Figure 1. Met1 routing (run 1).
Bar = 20 µm. Supply wires on this layer in grey.
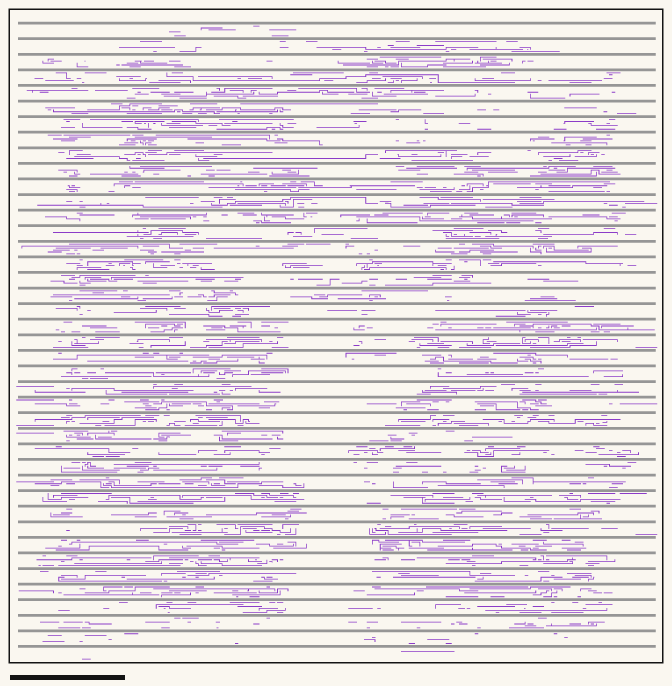
Figure 2. Metal 2 (run 1).
Cells faint in the background.
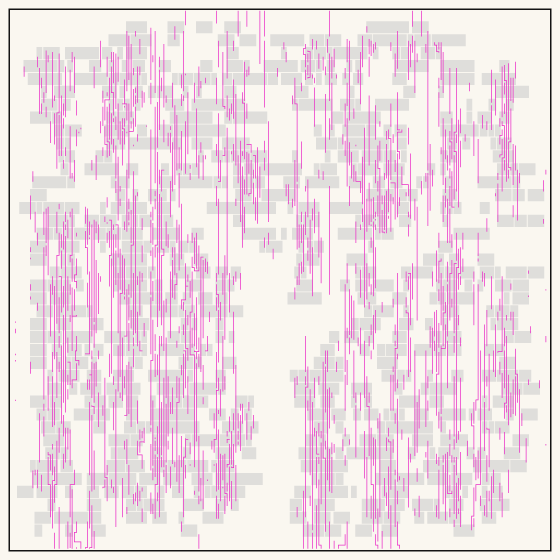
Figure 3. M3 wires (run 1).
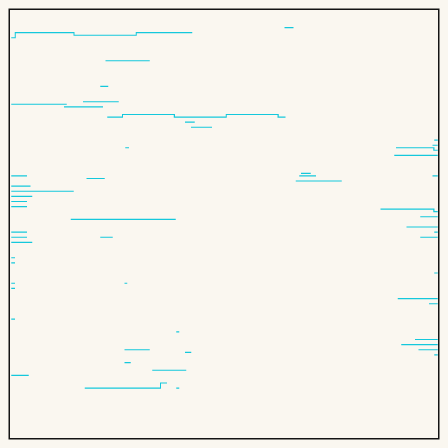
Figure 4. Placed cells, one colour a class (run 1).
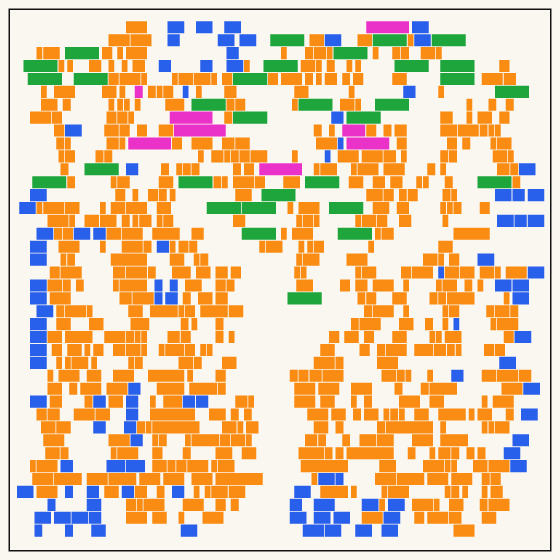
### src/rtl/psm_pkg.sv
// Shared types and sizing helpers for the multi-rail PSM controller.
// Imported by the rail channel and the top level.
package psm_pkg;

  typedef enum logic [1:0] {
    IDLE     = 2'd0,
    REGULATE = 2'd1,
    CLAMP    = 2'd2,
    FAULT    = 2'd3
  } rail_state_t;

  // Phase offset of rail i: rails spread evenly over one PWM period.
  function automatic int phase_off(int res, int n, int i);
    return i * ((1 << res) / n);
  endfunction

  // Bits needed to hold 0..max_val.
  function automatic int cnt_w(int max_val);
    return (max_val < 2) ? 1 : $clog2(max_val + 1);
  endfunction

endpackage

### src/rtl/psm_rail_channel.sv
// One PSM rail: signed error, hysteretic band, clamp-hold,
// emergency boost and consecutive-emergency fault latch.
module psm_rail_channel
  import psm_pkg::*;
#(
  parameter int              ADC_W       = 12,
  parameter logic [ADC_W-1:0] V_REF      = 12'd3150,
  parameter logic [ADC_W-1:0] BASE_LOW   = 12'd3100,
  parameter logic [ADC_W-1:0] BASE_HIGH  = 12'd3250,
  parameter logic [ADC_W-1:0] V_MAX      = 12'd3245,
  parameter int              OV_MARGIN   = 180,
  parameter int              EMERGENCY   = 400,
  parameter int              CLAMP_HOLD  = 6,
  parameter int              EMERG_LIMIT = 8
) (
  input  logic             clk,
  input  logic             reset_in,
  input  logic [ADC_W-1:0] volt_i,
  input  logic             drdy_i,
  input  logic             en_i,
  input  logic             clr_i,
  input  logic             gate_i,
  output logic             req_o,
  output logic [ADC_W:0]   err_o,
  output logic             emerg_o,
  output logic             clamp_o,
  output logic             fault_o
);

  localparam int HW = cnt_w(CLAMP_HOLD);
  localparam int EW = cnt_w(EMERG_LIMIT);
  localparam logic [HW-1:0] HOLD_LD = HW'(CLAMP_HOLD);
  localparam logic [EW-1:0] EM_MAX  = EW'(EMERG_LIMIT);

  rail_state_t     state_q, state_d;
  logic            reg_q, reg_d;
  logic            req_q, req_d;
  logic [HW-1:0]   hold_q, hold_d;
  logic [EW-1:0]   emc_q, emc_d;

  logic signed [ADC_W:0]   err;
  logic signed [ADC_W+1:0] err_x, volt_x, lo, hi;
  logic                    emerg, over, reg_nx;
  logic [EW-1:0]           emc_nx;

  // Error and band limits; band is widened by 2 bits so nothing truncates.
  always_comb begin
    err    = $signed({1'b0, V_REF}) - $signed({1'b0, volt_i});
    err_x  = {err[ADC_W], err};
    volt_x = {2'b00, volt_i};
    lo     = $signed({2'b00, BASE_LOW}) - (err_x >>> 1);
    hi     = $signed({2'b00, BASE_HIGH}) - (err_x >>> 2);
    emerg  = int'(err) > EMERGENCY;
    over   = (int'(err) < -OV_MARGIN) | (volt_i > V_MAX);
  end

  // Next state: enable drop, then fault entry, then clamp, then regulation.
  always_comb begin
    state_d = state_q;
    reg_d   = reg_q;
    req_d   = req_q;
    hold_d  = hold_q;
    emc_d   = emc_q;
    if (!emerg)              emc_nx = '0;
    else if (emc_q == EM_MAX) emc_nx = EM_MAX;
    else                     emc_nx = emc_q + 1'b1;
    reg_nx = reg_q;
    if (volt_x < lo)      reg_nx = 1'b1;
    else if (volt_x > hi) reg_nx = 1'b0;
    unique case (state_q)
      IDLE: begin
        req_d = 1'b0;
        if (en_i) begin
          state_d = REGULATE;
          reg_d   = 1'b0;
        end
      end
      REGULATE, CLAMP: begin
        if (!en_i) begin
          state_d = IDLE;
          req_d   = 1'b0;
          reg_d   = 1'b0;
          hold_d  = '0;
          emc_d   = '0;
        end else if (drdy_i) begin
          emc_d = emc_nx;
          if (emc_nx == EM_MAX) begin
            state_d = FAULT;
            req_d   = 1'b0;
          end else if (over) begin
            state_d = CLAMP;
            hold_d  = HOLD_LD;
            reg_d   = 1'b0;
            req_d   = 1'b0;
          end else if (state_q == REGULATE) begin
            reg_d = reg_nx;
            req_d = (gate_i & reg_nx) | emerg;
          end else begin
            req_d = 1'b0;
            if (hold_q == HW'(1)) begin
              state_d = REGULATE;
              reg_d   = 1'b0;
              hold_d  = '0;
            end else begin
              hold_d = hold_q - 1'b1;
            end
          end
        end
      end
      FAULT: begin
        req_d = 1'b0;
        if (clr_i && !emerg) begin
          state_d = IDLE;
          reg_d   = 1'b0;
          hold_d  = '0;
          emc_d   = '0;
        end
      end
      default: state_d = IDLE;
    endcase
  end

  // Rail state registers.
  always_ff @(posedge clk) begin
    if (reset_in) begin
      state_q <= IDLE;
      reg_q   <= 1'b0;
      req_q   <= 1'b0;
      hold_q  <= '0;
      emc_q   <= '0;
    end else begin
      state_q <= state_d;
      reg_q   <= reg_d;
      req_q   <= req_d;
      hold_q  <= hold_d;
      emc_q   <= emc_d;
    end
  end

  assign req_o   = req_q;
  assign err_o   = err;
  assign emerg_o = emerg;
  assign clamp_o = (state_q == CLAMP);
  assign fault_o = (state_q == FAULT);

endmodule

### src/rtl/psm_multi_rail.sv
// N-rail PSM controller: shared PWM base counter with per-rail
// phase offsets feeding one channel per rail.
module psm_multi_rail
  import psm_pkg::*;
#(
  parameter int N_RAILS    = 2,
  parameter int ADC_W      = 12,
  parameter int RESOLUTION = 9,
  parameter int DUTY       = 225,
  parameter logic [N_RAILS*ADC_W-1:0] V_REF     = {2{12'd3150}},
  parameter logic [N_RAILS*ADC_W-1:0] BASE_LOW  = {2{12'd3100}},
  parameter logic [N_RAILS*ADC_W-1:0] BASE_HIGH = {2{12'd3250}},
  parameter logic [N_RAILS*ADC_W-1:0] V_MAX     = {2{12'd3245}},
  parameter int OV_MARGIN   = 180,
  parameter int EMERGENCY   = 400,
  parameter int CLAMP_HOLD  = 6,
  parameter int EMERG_LIMIT = 8
) (
  input  logic                       clk,
  input  logic                       reset_in,
  input  logic [N_RAILS*ADC_W-1:0]   volt_in,
  input  logic [N_RAILS-1:0]         drdy_in,
  input  logic [N_RAILS-1:0]         rail_enable,
  input  logic [N_RAILS-1:0]         fault_clear,
  output logic [N_RAILS-1:0]         apsm_request,
  output logic [N_RAILS*(ADC_W+1)-1:0] error_out,
  output logic [N_RAILS-1:0]         emergency,
  output logic [N_RAILS-1:0]         clamp_active,
  output logic [N_RAILS-1:0]         fault
);

  logic [RESOLUTION-1:0] cnt_q, cnt_d;

  // Free-running PWM base; wraps naturally at 2**RESOLUTION.
  always_comb cnt_d = cnt_q + 1'b1;

  // Base counter register.
  always_ff @(posedge clk) begin
    if (reset_in) cnt_q <= '0;
    else          cnt_q <= cnt_d;
  end

  for (genvar i = 0; i < N_RAILS; i++) begin : g_rail
    localparam logic [RESOLUTION-1:0] OFF =
      RESOLUTION'(phase_off(RESOLUTION, N_RAILS, i));
    logic [RESOLUTION-1:0] ph;
    logic                  gate;
    assign ph   = cnt_q + OFF;
    assign gate = int'(ph) < DUTY;

    psm_rail_channel #(
      .ADC_W      (ADC_W),
      .V_REF      (V_REF[i*ADC_W +: ADC_W]),
      .BASE_LOW   (BASE_LOW[i*ADC_W +: ADC_W]),
      .BASE_HIGH  (BASE_HIGH[i*ADC_W +: ADC_W]),
      .V_MAX      (V_MAX[i*ADC_W +: ADC_W]),
      .OV_MARGIN  (OV_MARGIN),
      .EMERGENCY  (EMERGENCY),
      .CLAMP_HOLD (CLAMP_HOLD),
      .EMERG_LIMIT(EMERG_LIMIT)
    ) u_ch (
      .clk     (clk),
      .reset_in(reset_in),
      .volt_i  (volt_in[i*ADC_W +: ADC_W]),
      .drdy_i  (drdy_in[i]),
      .en_i    (rail_enable[i]),
      .clr_i   (fault_clear[i]),
      .gate_i  (gate),
      .req_o   (apsm_request[i]),
      .err_o   (error_out[i*(ADC_W+1) +: ADC_W+1]),
      .emerg_o (emergency[i]),
      .clamp_o (clamp_active[i]),
      .fault_o (fault[i])
    );
  end

endmodule

### config.mk
export PLATFORM = sky130hd
export DESIGN_NAME = psm_multi_rail
export DESIGN_NICKNAME = d
export VERILOG_FILES = /design/src/rtl/psm_pkg.sv /design/src/rtl/psm_rail_channel.sv /design/src/rtl/psm_multi_rail.sv
export SDC_FILE = /design/constraint.sdc
export NUM_CORES = 1
export LEC_CHECK = 0
export CAP_MARGIN = 0
export CELL_PAD_IN_SITES_DETAIL_PLACEMENT = 0
export CELL_PAD_IN_SITES_GLOBAL_PLACEMENT = 1
export CORE_UTILIZATION = 38
export CTS_CLUSTER_DIAMETER = 120
export CTS_CLUSTER_SIZE = 8
export DETAILED_ROUTE_END_ITERATION = 10
export GPL_ROUTABILITY_DRIVEN = 0
export GPL_TIMING_DRIVEN = 0
export HOLD_SLACK_MARGIN = 0.03
export PLACE_DENSITY_LB_ADDON = 0.05
export SYNTH_ARGS = -nofsm -noshare
export SYNTH_HDL_FRONTEND = slang
export SYNTH_SLANG_ARGS = --single-unit
### constraint.sdc
create_clock -name clk -period 4.7 [get_ports clk]
set_clock_uncertainty 0.05 [all_clocks]
set_input_delay 0.705 -clock clk [delete_from_list [all_inputs] [get_ports clk]]
set_output_delay 0.705 -clock clk [all_outputs]
set_load 0.02 [all_outputs]
==> summary.json, run 1 <==
{
  "warnings": 53,
  "yosys.area.top_type": "ha_1",
  "min_path_type": "reg2reg",
  "synthXorXnorAreaFrac": 0.119,
  "post_synth_adder_cell_area": 0.216,
  "die_h_um": 114,
  "ctsRootBufferMaster": "clkbuf_16",
  "critical_path.most_common_cell": "or4_1",
  "tritonroute_pass_1_iters": 4,
  "worst_r2r_endpoint": "g_rail[0].u_ch.emc_q[2]$_SDFFE_PP0P_",
  "drive_above_1_share": 0.134,
  "hp-start": "g_rail[1].u_ch.hold_q[1]$_SDFFE_PP0P_",
  "number_of_cell_instances_after_yosys_synthesis": 623,
  "run_status": "completed",
  "cp.arrival_ns": 4.73,
  "lay_top_cells": "ha_1 (81), clkdlybuf4s50_1 (57), nor2_1 (49), nand2_1 (48), inv_1 (47)",
  "top_registers": "cnt_q (9), g_rail.u_ch.emc_q (8), g_rail.u_ch.hold_q (6)",
  "wl_met1_mm": 6.44,
  "num_io_pins": 66,
  "ys.flops": 31,
  "fp.dieW_um": 114,
  "globalRoute.totalOverflow": 0,
  "max_slew.worst_pin.slew_ns": 0.795,
  "postSynthAreaPerCell_um2": 7.63,
  "total_routing_usage_gr": 0.210,
  "min_period_ns": 4.57,
  "synth.cellmix.compoundShare": 0.208,
  "path_delay_family": "simple AND/OR/NAND/NOR gates",
  "layout.comb_gates.multi_input": 518,
  "final-clk-cell-share": 0.0281,
  "avgViaCountPerCell": 5.45,
  "fin_tns_setup_ns": 0,
  "setup_ws_ns": 0.128,
  "dp_slack_ns": -1.17,
  "core_box_area_mm2": 0.0121,
  "hold_slack_ns": 0.409,
  "cts-hold-fix-buffers": 0,
  "critical-path-slowest-cell": "or4_1",
  "taps": 168,
  "comb_power_frac": 0.517,
  "timing.max_slew.rel_slack": 0.466,
  "cell_count_after_synthesis": 623,
  "worst_setup_hold_path_clk_slew_ns": 0.05,
  "placed_cells": 857,
  "ant_diodes": 0,
  "netSwitchingPower_uw": 536
}
-- Figure 1 (at the start) --
The longest straight run is 28.3 µm. The layer carries 6440 µm of wire. The layer holds 49% of the routed length. 744 nets have wire on it.

-- Figure 2 (at the start) --
The wires run mostly vertical. 690 nets have wire on it. The layer holds 47% of the routed length. The longest straight run is 38.1 µm.

-- Figure 3 (at the start) --
51 nets have wire on it. The wires run mostly horizontal. The layer carries 405 µm of wire. The layer holds 3.1% of the routed length. The longest straight run is 27.6 µm.
global routing met3 resource utilization: 0.0276
via count of the routed design: 4793
final wirelength: 13.2 mm

-- Figure 4 (at the start) --
Key: clock drivers and dummy loads = magenta [cells 8, share of their area 2.9%]; flops = green [cells 31, share of their area 10%]; other buffers and delay cells = blue [cells 104, share of their area 15%]; all other logic = orange [cells 568, share of their area 72%]
post-layout util: 0.511
register share of the cell area: 0.100
number of rows in the core area: 40

==> run 2, diff against run 1 <==
- ABC_AREA: unset -> 1
- CORE_UTILIZATION: 38 -> 36
==> run 2 against run 1 <==
Compared with the run above:
- hold slack gained 0.013 ns
- synthesized area grew 5.2%
- combinational power grew about 60%
- total power grew 36%
- via count grew 2.9%
- clock power is essentially flat
- global-route usage shrank 3.4 points
- sequential share of layout area grew 0.23 points
- first-iteration DRC count shrank 0.83%
- largest power group unchanged
==> summary.json, run 2 <==
{
  "globalRoute.totalOverflow": {"value": 0, "change": "unchanged"},
  "layout.comb_gates.multi_input": {"value": 629, "change": "+21%"},
  "min_path_type": "reg2reg",
  "drive_above_1_share": {"value": 0.0969, "change": "-0.0367"},
  "num_io_pins": {"value": 66, "change": "unchanged"},
  "sh_seq_area": {"value": 0.103, "change": "+0.00228"},
  "ys.flops": {"value": 31, "change": "unchanged"},
  "warnings": {"value": 53, "change": "unchanged"},
  "top_registers": "cnt_q (9), g_rail.u_ch.emc_q (8), g_rail.u_ch.hold_q (6)",
  "synth.cellmix.compoundShare": {"value": 0.107, "change": "-0.101"},
  "final-clk-cell-share": {"value": 0.0287, "change": "+0.000639"},
  "fp.dieW": {"value": 120, "unit": "µm", "change": "+5.3%"},
  "taps": {"value": 176, "change": "+4.8%"},
  "netSwitchingPower": {"value": 860, "unit": "µW", "change": "+60%"},
  "fin_tns_setup": {"value": 0, "unit": "ns", "change": "unchanged"},
  "dp_slack": {"value": -0.107, "unit": "ns", "change": "+1.06 ns"},
  "die_h": {"value": 120, "unit": "µm", "change": "+5.3%"},
  "run_status": "completed",
  "number_of_cell_instances_after_yosys_synthesis": {"value": 794, "change": "+27%"},
  "cell_count_after_synthesis": {"value": 794, "change": "+27%"},
  "path_delay_family": "buffers and inverters",
  "ctsRootBufferMaster": "clkbuf_16",
  "core_box_area": {"value": 0.0134, "unit": "mm²", "change": "+11%"},
  "comb_power_frac": {"value": 0.603, "change": "+0.086"},
  "post_synth_adder_cell_area": {"value": 0.205, "change": "-0.0106"},
  "cts-hold-fix-buffers": {"value": 0, "change": "unchanged"},
  "std_cell_rows": {"value": 42, "change": "+5.0%"},
  "worst_r2r_endpoint": "g_rail[0].u_ch.hold_q[0]$_SDFFE_PP0P_",
  "hp-start": "cnt_q[0]$_SDFF_PP0_",
  "register_area_um2": 621,
  "tritonroute_pass_1_iters": {"value": 5, "change": "+1"},
  "min_period": {"value": 4.36, "unit": "ns", "change": "-0.210 ns"},
  "wl_met1": {"value": 5.91, "unit": "mm", "change": "-8.2%"},
  "synthToLayoutAreaGrowth_pct": 21.1,
  "max_slew.worst_pin.slew": {"value": 0.595, "unit": "ns", "change": "-0.200 ns"},
  "timing.max_slew.rel_slack": {"value": 0.603, "change": "+0.137"},
  "lay_top_cells": "nand2_1 (196), inv_1 (114), ha_1 (82), nor2_1 (78), clkdlybuf4s50_1 (64)",
  "setup_ws": {"value": 0.338, "unit": "ns", "change": "+0.210 ns"},
  "synthXorXnorAreaFrac": {"value": 0.0631, "change": "-0.0562"},
  "cp.arrival": {"value": 3.61, "unit": "ns", "change": "-1.12 ns"}
}
Figure 5. Metal 2 (run 2).
Cells faint in the background.
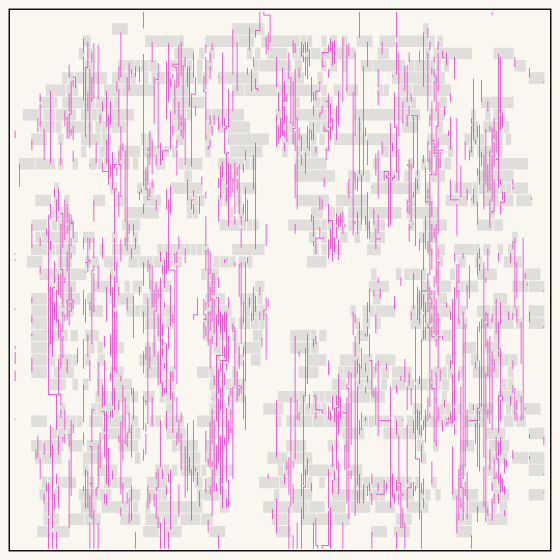
The longest straight run is 43.2 µm. The layer holds 47% of the routed length. The wires run mostly vertical. 746 nets have wire on it.
via count of the routed design: 4930
final wirelength: 12.1 mm
met2 layer usage reported by global route: 0.311

Figure 6. M3 wires (run 2).
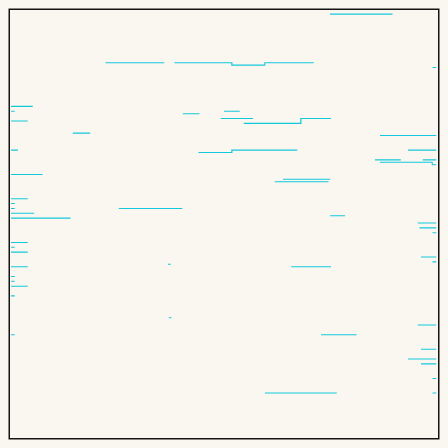
The layer carries 395 µm of wire. 49 nets have wire on it. The wires run mostly horizontal. The layer holds 3.3% of the routed length.

Figure 7. Routing congestion (run 2).
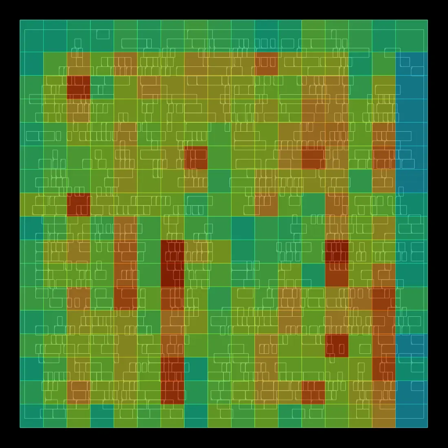
global routing met3 resource utilization: 0.0266
met1 track utilization from global routing: 0.227
GRT Max-Usage Layer: met2
Total Routing Usage GR: 0.176
post-layout util: 0.451

==> run 3, diff against run 2 <==
- CORE_UTILIZATION: 36 -> 40
- clock period: 4.7 -> 5.5 ns (I/O delays scaled with it)
==> run 3 against run 2 <==
Compared with the run above:
- via count grew 0.67%
- register-to-register slack improved by 0.84 ns
- critical path depth stayed put
- synthesized area unchanged
- sequential share of layout area increased by 0.094 points
==> summary.json, run 3 <==
{
  "cts-hold-fix-buffers": {"value": 0, "change": "unchanged"},
  "groute.layer.met1.usage": {"value": 0.255, "change": "+0.0279"},
  "min_path_type": "reg2reg",
  "total_routing_usage_gr": {"value": 0.192, "change": "+0.0169"},
  "synthToLayoutAreaGrowth_pct": 20.0,
  "number_of_cell_instances_after_yosys_synthesis": {"value": 794, "change": "unchanged"},
  "register_area": {"value": 621, "unit": "µm²", "change": "unchanged"},
  "path_delay_family": "buffers and inverters",
  "top_registers": "cnt_q (9), g_rail.u_ch.emc_q (8), g_rail.u_ch.hold_q (6)",
  "drive_above_1_share": {"value": 0.0935, "change": "-0.00335"},
  "globalRoute.totalOverflow": {"value": 0, "change": "unchanged"},
  "worst_r2r_endpoint": "g_rail[0].u_ch.hold_q[2]$_SDFFE_PP0P_",
  "postRouteWirelength": {"value": 11.8, "unit": "mm", "change": "-2.4%"},
  "run_status": "completed",
  "grt_use_met3": {"value": 0.0207, "change": "-0.00589"},
  "synthXorXnorAreaFrac": {"value": 0.0631, "change": "unchanged"},
  "fin_tns_setup": {"value": 0, "unit": "ns", "change": "unchanged"},
  "setup_ws": {"value": 0.689, "unit": "ns", "change": "+0.351 ns"},
  "via_count_of_the_routed_design": {"value": 4963, "change": "+0.67%"},
  "core_box_area": {"value": 0.0121, "unit": "mm²", "change": "-9.6%"},
  "synth.cellmix.compoundShare": {"value": 0.107, "change": "unchanged"},
  "std_cell_rows": {"value": 40, "change": "-4.8%"}
}
Figure 8. Routing congestion (run 3).
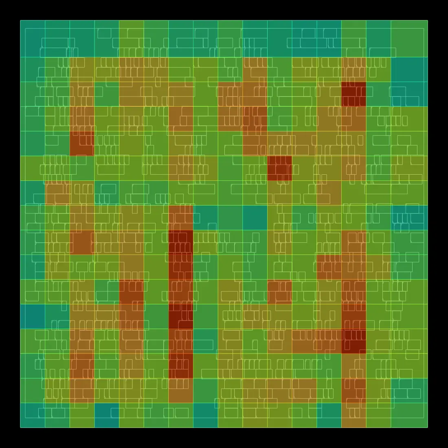
met2 layer usage reported by global route: 0.342
mean routed wirelength per cell: 11.4 µm

Figure 9. Metal 2 (run 3).
Cells faint in the background.
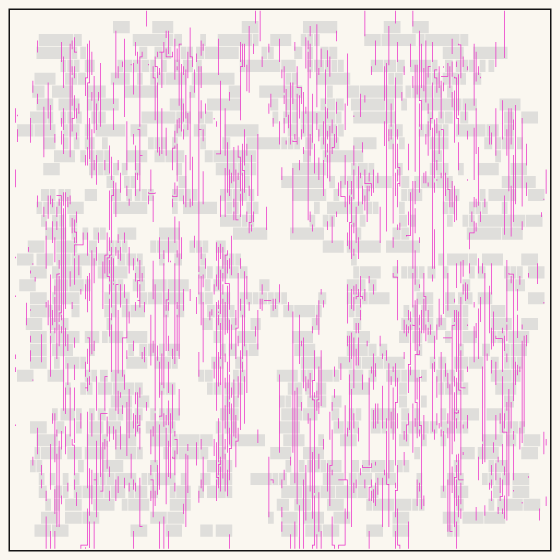
The layer holds 48% of the routed length. The layer carries 5660 µm of wire. The longest straight run is 43.2 µm.

Figure 10. Placed cells, one colour a class (run 3).
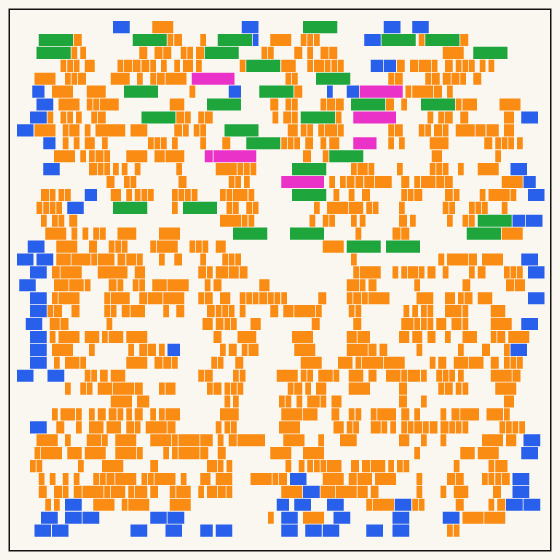
Key: flops = green [cells 31, share of their area 11%]; all other logic = orange [cells 750, share of their area 74%]; clock drivers and dummy loads = magenta [cells 7, share of their area 2.5%]; other buffers and delay cells = blue [cells 78, share of their area 13%]
post-layout util: 0.495
area of all placed cells without fillers: 0.00599 mm²

Power is estimated from default activity; no workload was simulated.
